## config.mk

```make
export PLATFORM = sky130hd
export DESIGN_NAME = stopwatch_ctrl
export DESIGN_NICKNAME = d
export VERILOG_FILES = /design/src/rtl/stopwatch_ctrl.sv
export SDC_FILE = /design/constraint.sdc
export NUM_CORES = 1
export LEC_CHECK = 0
export ABC_AREA = 1
export CORE_ASPECT_RATIO = 2
export CORE_UTILIZATION = 34
export CTS_CLUSTER_DIAMETER = 150
export DETAILED_ROUTE_END_ITERATION = 6
export GPL_TIMING_DRIVEN = 0
export PLACE_DENSITY = 0.6
export SETUP_SLACK_MARGIN = 0.3
export SLEW_MARGIN = 20
export SYNTH_ARGS = -nofsm -noshare
export SYNTH_HDL_FRONTEND = slang
export SYNTH_SLANG_ARGS = --single-unit
```

## constraint.sdc

```tcl
create_clock -name clk_in -period 5.4 [get_ports clk_in]
set_input_delay 0.54 -clock clk_in [delete_from_list [all_inputs] [get_ports clk_in]]
set_output_delay 0.54 -clock clk_in [all_outputs]
set_load 0.02 [all_outputs]
```

## src/rtl/stopwatch_ctrl.sv

```systemverilog
// Stopwatch control sequencer: button conditioning, run/lap/pause FSM,
// millisecond count-enable prescaler and lap-freeze display path.
module stopwatch_ctrl #(
    parameter int unsigned CLK_HZ     = 100000000,
    parameter int unsigned TICK_HZ    = 1000,
    parameter int unsigned DEB_CYCLES = 1000000
) (
    input  logic        clk_in,
    input  logic        reset,
    input  logic        btn_start_stop,
    input  logic        btn_lap,
    input  logic        btn_clear,
    input  logic [11:0] milli_i,
    input  logic [7:0]  seconds_i,
    input  logic [7:0]  minutes_i,
    input  logic [7:0]  hours_i,
    output logic        count_en,
    output logic        count_clr,
    output logic [11:0] milli_o,
    output logic [7:0]  seconds_o,
    output logic [7:0]  minutes_o,
    output logic [7:0]  hours_o,
    output logic [1:0]  state_o,
    output logic        lap_active
);

    localparam int unsigned DIV  = CLK_HZ / TICK_HZ;
    localparam int unsigned PW   = (DIV > 1) ? $clog2(DIV) : 1;
    localparam int unsigned DW   = (DEB_CYCLES > 1) ? $clog2(DEB_CYCLES + 1) : 1;
    localparam int unsigned NBTN = 3;

    typedef enum logic [1:0] {
        S_IDLE  = 2'b00,
        S_RUN   = 2'b01,
        S_LAP   = 2'b10,
        S_PAUSE = 2'b11
    } state_t;

    state_t            r_state;
    logic [NBTN-1:0]   r_sync1;
    logic [NBTN-1:0]   r_sync2;
    logic [NBTN-1:0]   r_deb;
    logic [NBTN-1:0]   r_deb_d;
    logic [DW-1:0]     r_deb_cnt [NBTN];
    logic [PW-1:0]     r_presc;
    logic              r_count_en;
    logic              r_count_clr;
    logic              r_lap_active;
    logic [11:0]       r_snap_milli;
    logic [7:0]        r_snap_sec;
    logic [7:0]        r_snap_min;
    logic [7:0]        r_snap_hr;
    logic [11:0]       r_milli_o;
    logic [7:0]        r_sec_o;
    logic [7:0]        r_min_o;
    logic [7:0]        r_hr_o;

    logic [NBTN-1:0]   w_btn_raw;
    logic [NBTN-1:0]   w_press;
    logic              w_clr;
    logic              w_ss;
    logic              w_lap;
    logic              w_running;
    logic              w_tick;

    // Bit order: 0 = start/stop, 1 = lap, 2 = clear
    assign w_btn_raw = {btn_clear, btn_lap, btn_start_stop};
    assign w_press   = r_deb & ~r_deb_d;

    // Same-cycle priority: clear, then start/stop, then lap; losers are dropped
    assign w_clr = w_press[2];
    assign w_ss  = w_press[0] & ~w_press[2];
    assign w_lap = w_press[1] & ~w_press[2] & ~w_press[0];

    assign w_running = (r_state == S_RUN) || (r_state == S_LAP);
    assign w_tick    = (r_presc == PW'(DIV - 1));

    always_ff @(posedge clk_in or posedge reset) begin
        if (reset) begin
            r_sync1 <= '0;
            r_sync2 <= '0;
            r_deb_d <= '0;
        end else begin
            r_sync1 <= w_btn_raw;
            r_sync2 <= r_sync1;
            r_deb_d <= r_deb;
        end
    end

    // Level changes only after DEB_CYCLES consecutive disagreeing samples
    always_ff @(posedge clk_in or posedge reset) begin
        if (reset) begin
            r_deb <= '0;
            for (int i = 0; i < int'(NBTN); i++) r_deb_cnt[i] <= '0;
        end else begin
            for (int i = 0; i < int'(NBTN); i++) begin
                if (r_sync2[i] != r_deb[i]) begin
                    if (r_deb_cnt[i] == DW'(DEB_CYCLES - 1)) begin
                        r_deb[i]     <= r_sync2[i];
                        r_deb_cnt[i] <= '0;
                    end else begin
                        r_deb_cnt[i] <= r_deb_cnt[i] + DW'(1);
                    end
                end else begin
                    r_deb_cnt[i] <= '0;
                end
            end
        end
    end

    always_ff @(posedge clk_in or posedge reset) begin
        if (reset) begin
            r_state      <= S_IDLE;
            r_lap_active <= 1'b0;
            r_count_clr  <= 1'b0;
            r_snap_milli <= '0;
            r_snap_sec   <= '0;
            r_snap_min   <= '0;
            r_snap_hr    <= '0;
        end else begin
            r_count_clr <= 1'b0;
            case (r_state)
                S_IDLE: begin
                    if (w_clr) begin
                        r_count_clr <= 1'b1;
                    end else if (w_ss) begin
                        r_state <= S_RUN;
                    end
                end
                S_RUN: begin
                    if (w_ss) begin
                        r_state <= S_PAUSE;
                    end else if (w_lap) begin
                        r_state      <= S_LAP;
                        r_lap_active <= 1'b1;
                        r_snap_milli <= milli_i;
                        r_snap_sec   <= seconds_i;
                        r_snap_min   <= minutes_i;
                        r_snap_hr    <= hours_i;
                    end
                end
                S_LAP: begin
                    if (w_ss) begin
                        r_state      <= S_PAUSE;
                        r_lap_active <= 1'b0;
                    end else if (w_lap) begin
                        r_snap_milli <= milli_i;
                        r_snap_sec   <= seconds_i;
                        r_snap_min   <= minutes_i;
                        r_snap_hr    <= hours_i;
                    end
                end
                S_PAUSE: begin
                    if (w_clr) begin
                        r_state     <= S_IDLE;
                        r_count_clr <= 1'b1;
                    end else if (w_ss) begin
                        r_state <= S_RUN;
                    end
                end
                default: r_state <= S_IDLE;
            endcase
        end
    end

    // Prescaler holds in PAUSE so the partial millisecond survives a pause
    always_ff @(posedge clk_in or posedge reset) begin
        if (reset) begin
            r_presc    <= '0;
            r_count_en <= 1'b0;
        end else begin
            r_count_en <= w_running && w_tick;
            if (r_state == S_IDLE) begin
                r_presc <= '0;
            end else if (w_running) begin
                r_presc <= w_tick ? '0 : r_presc + PW'(1);
            end
        end
    end

    always_ff @(posedge clk_in or posedge reset) begin
        if (reset) begin
            r_milli_o <= '0;
            r_sec_o   <= '0;
            r_min_o   <= '0;
            r_hr_o    <= '0;
        end else if (r_state == S_LAP) begin
            r_milli_o <= r_snap_milli;
            r_sec_o   <= r_snap_sec;
            r_min_o   <= r_snap_min;
            r_hr_o    <= r_snap_hr;
        end else begin
            r_milli_o <= milli_i;
            r_sec_o   <= seconds_i;
            r_min_o   <= minutes_i;
            r_hr_o    <= hours_i;
        end
    end

    assign count_en   = r_count_en;
    assign count_clr  = r_count_clr;
    assign milli_o    = r_milli_o;
    assign seconds_o  = r_sec_o;
    assign minutes_o  = r_min_o;
    assign hours_o    = r_hr_o;
    assign state_o    = r_state;
    assign lap_active = r_lap_active;

endmodule

```

Routing congestion map:
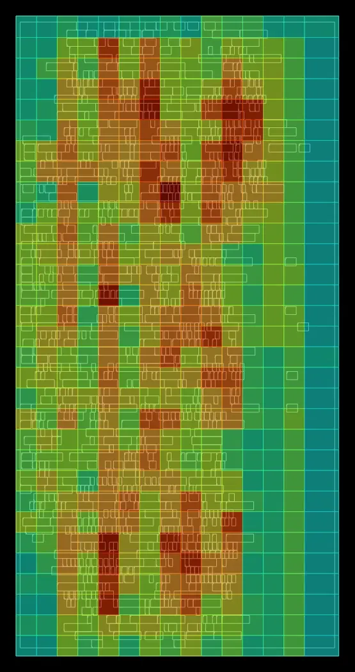
Top Usage Layer GRT: met2
GRT met2 Usage: 0.303
GR Util All Layers: 0.167
GR Util met1: 0.168

Metal 2:
(1.5 px per um) Cells faint in the background.
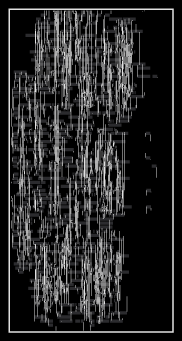
main direction: vertical
wire length on this layer: 9,430 um

Cells by drive strength:
(3 px per um)
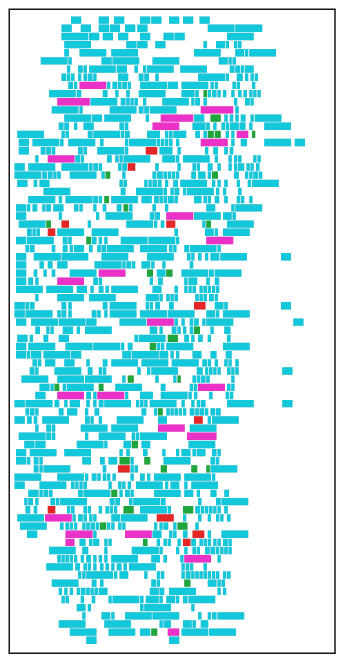
legend:
  green:
    size: _2 cells
    cells: 36
    share: 3.5%
  magenta:
    size: _6 and larger
    cells: 24
    share: 2.3%
  cyan:
    size: _0 and _1 cells
    cells: 966
    share: 93%
  red:
    size: _3 and _4 cells
    cells: 12
    share: 1.2%

Logic cells by family:
(3 px per um)
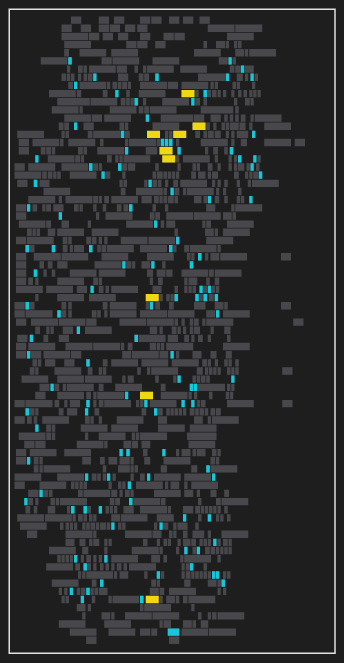
legend:
  cyan:
    family: inv cells
    cells: 117
  yellow:
    family: fa/ha/maj cells
    cells: 9

Signal wires on met3:
(1.5 px per um)
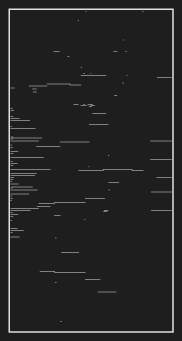
main direction: horizontal
nets with wire on the layer: 70

==> metrics.yaml <==
cts_root_buf: "clkbuf_16"
ys.flop_type: "dfrtp_1"
hp-start: "r_sync1[1]$_DFF_PP0_"
sh_seq_area: 0.440
clkbuf_count: 19
openroad.warnings: 32
drt_iter0_drc: 237
clk_pin_slew_worst_paths_ns: 0.06
hold_end: "r_sync2[1]$_DFF_PP0_"
first_pass_iters: 4
final_nets: 1075
cp.required_ns: 4.86
cts_buffers: 17
final_antenna_net_count: 0
power_density_mw_per_mm2: 280
crit_type: "flop to primary output"
syn_area_mm2: 0.00765
yosysWarnings: 0
drt-total-wl_um: 17400
die_area_mm2: 0.0232
final-max-slew-violation-count: 0
io_buffers: 81
xor_share: 0.0423
cp_max_fo: 6
synth_nets: 974
status: "finished, final reports clean"
p_leak_nw: 4.12
worst_path_max_delay_cell: "clkdlybuf4s50_1"
comb_cells: 626
logic_area_mm2: 0.00298
fillers: 2182
clock_area_frac: 0.0625
htree_levels: 4
seq_cells: 166
cts_tree: "done"
worstRegToRegCells: 6
use_met3: 0.0450
overflow: 0
die.size.y_um: 214
viasPerCell: 4.60
antenna_cells: 0
worst_pin_slew_ns: 0.544
finalCoreUtilization: 0.428
fmax_mhz: 479
ys_sh_simple: 0.270
critical_path_buf_inv_count: 1
logic_family: "simple AND/OR/NAND/NOR gates"
rows: 77
rsz0062_at_grt: "false"
antenna_found_initial: 0
r2r_end: "minutes_o[5]$_DFF_PP0_"
wl_per_cell_um: 13.2
ir_drop_mv: 0.225
hold_depth: 0
synthCells: 924
buffer_area_frac: 0.0975
syn_avg_cell_area_um2: 8.28
area_delta_synth_final_pct: 23.3
seq_area_frac_synth: 0.543
cts_num_sinks: 166
fin_crit_sh: 0.387
core_mm2: 0.0221
cts_hold_buf: 0
ys_async_sr_fraction: 1.00
worstSkewPairLatency_ns: 0.43
min_period_ns: 2.09
==> worst max path at each step <==
stage | slack [ns] | startpoint | cells past startpoint | to
floorplan | 0.37 | reset | 1 | count_clr$_DFF_PP0_
global placement | -2.05 | reset | 2 | minutes_o[1]$_DFF_PP0_
detailed placement | 3.46 | state_o[0]$_DFFE_PP0P_ | 6 | minutes_o[5]$_DFF_PP0_
CTS | 3.27 | state_o[0]$_DFFE_PP0P_ | 1 | state_o[0]
global route | 3.23 | state_o[0]$_DFFE_PP0P_ | 1 | state_o[0]
finish | 3.31 | state_o[0]$_DFFE_PP0P_ | 1 | state_o[0]
==> metrics by stage <==
step / TNS [ns] / instance area, um^2 / hold slack (ns) / std cells
after detailed placement: 0 / 8840 / 0.335 / 1282
final: 0 / 9430 / 0.348 / 1314
after floorplan: 0 / 7650 / 0.331 / 924
after global placement: -335.91 / 8810 / 0.334 / 1281
after CTS: 0 / 9430 / 0.353 / 1314
after global routing: 0 / 9430 / 0.360 / 1314
==> cell usage in the layout, fill, tap and decap left out, types with 2 or more instances in the layout <==
cell type | synthesis | routed
nand2_2 | 8 | 8
nor2_1 | 186 | 186
buf_2 | 5 | 5
nand2_1 | 201 | 201
ha_1 | 9 | 9
nand3_1 | 46 | 46
clkdlybuf4s50_1 | 0 | 81
inv_1 | 113 | 112
dfrtp_1 | 166 | 166
nor3b_1 | 3 | 3
buf_4 | 3 | 3
bufinv_16 | 0 | 3
nand3_2 | 4 | 4
a31oi_1 | 2 | 2
a21oi_1 | 32 | 32
inv_2 | 4 | 4
clkinv_2 | 0 | 5
clkbuf_16 | 0 | 17
nor2_4 | 4 | 4
nand4_1 | 11 | 11
o21ai_0 | 56 | 56
nor2_2 | 8 | 8
nor3_1 | 11 | 11
xnor2_1 | 8 | 8
clkinv_4 | 0 | 2
nor3_2 | 2 | 2
xor2_1 | 29 | 29
clkbuf_1 | 6 | 8
clkinvlp_4 | 0 | 2
==> state kept, by name, indices dropped and copies added (netlist names) <==
register      count
count_clr         1
count_en          1
hours_o           8
lap_active        1
milli_o          12
minutes_o         8
r_deb             3
r_deb_cnt        60
r_deb_d           3
r_presc          17
r_snap_hr         8
r_snap_milli     12
r_snap_min        8
r_snap_sec        8
r_sync1           3
r_sync2           3
seconds_o         8
state_o           2
==> synthesized netlist by cell type, drive strengths merged, types with 2 or more instances <==
master	count	area share
nor3b	3	0.0029
clkbuf	6	0.0029
dfrtp	166	0.54
nand4	11	0.0090
inv	117	0.057
xor2	29	0.033
a21oi	32	0.021
o21ai	56	0.037
ha	9	0.015
nand3	50	0.035
nor3	14	0.012
buf	9	0.0077
a31oi	2	0.0016
xnor2	8	0.0092
nor2	198	0.10
nand2	209	0.11
==> where the power goes <==
part	leakage [nW]	internal, mW	switching [mW]	total (mW)
Clock	0.287	0.725	0.497	1.22
Combinational	1.81	0.0620	0.0774	0.139
Sequential	2.03	1.26	0.0126	1.28
Total	4.12	2.05	0.587	2.64
==> per-layer routing <==
metal,up-vias,share of wire
met5,-,0
li1,3067,-
met1,2827,0.38
met2,111,0.54
met4,0,0.035
met3,38,0.040
Power is estimated from default activity; no workload was simulated.
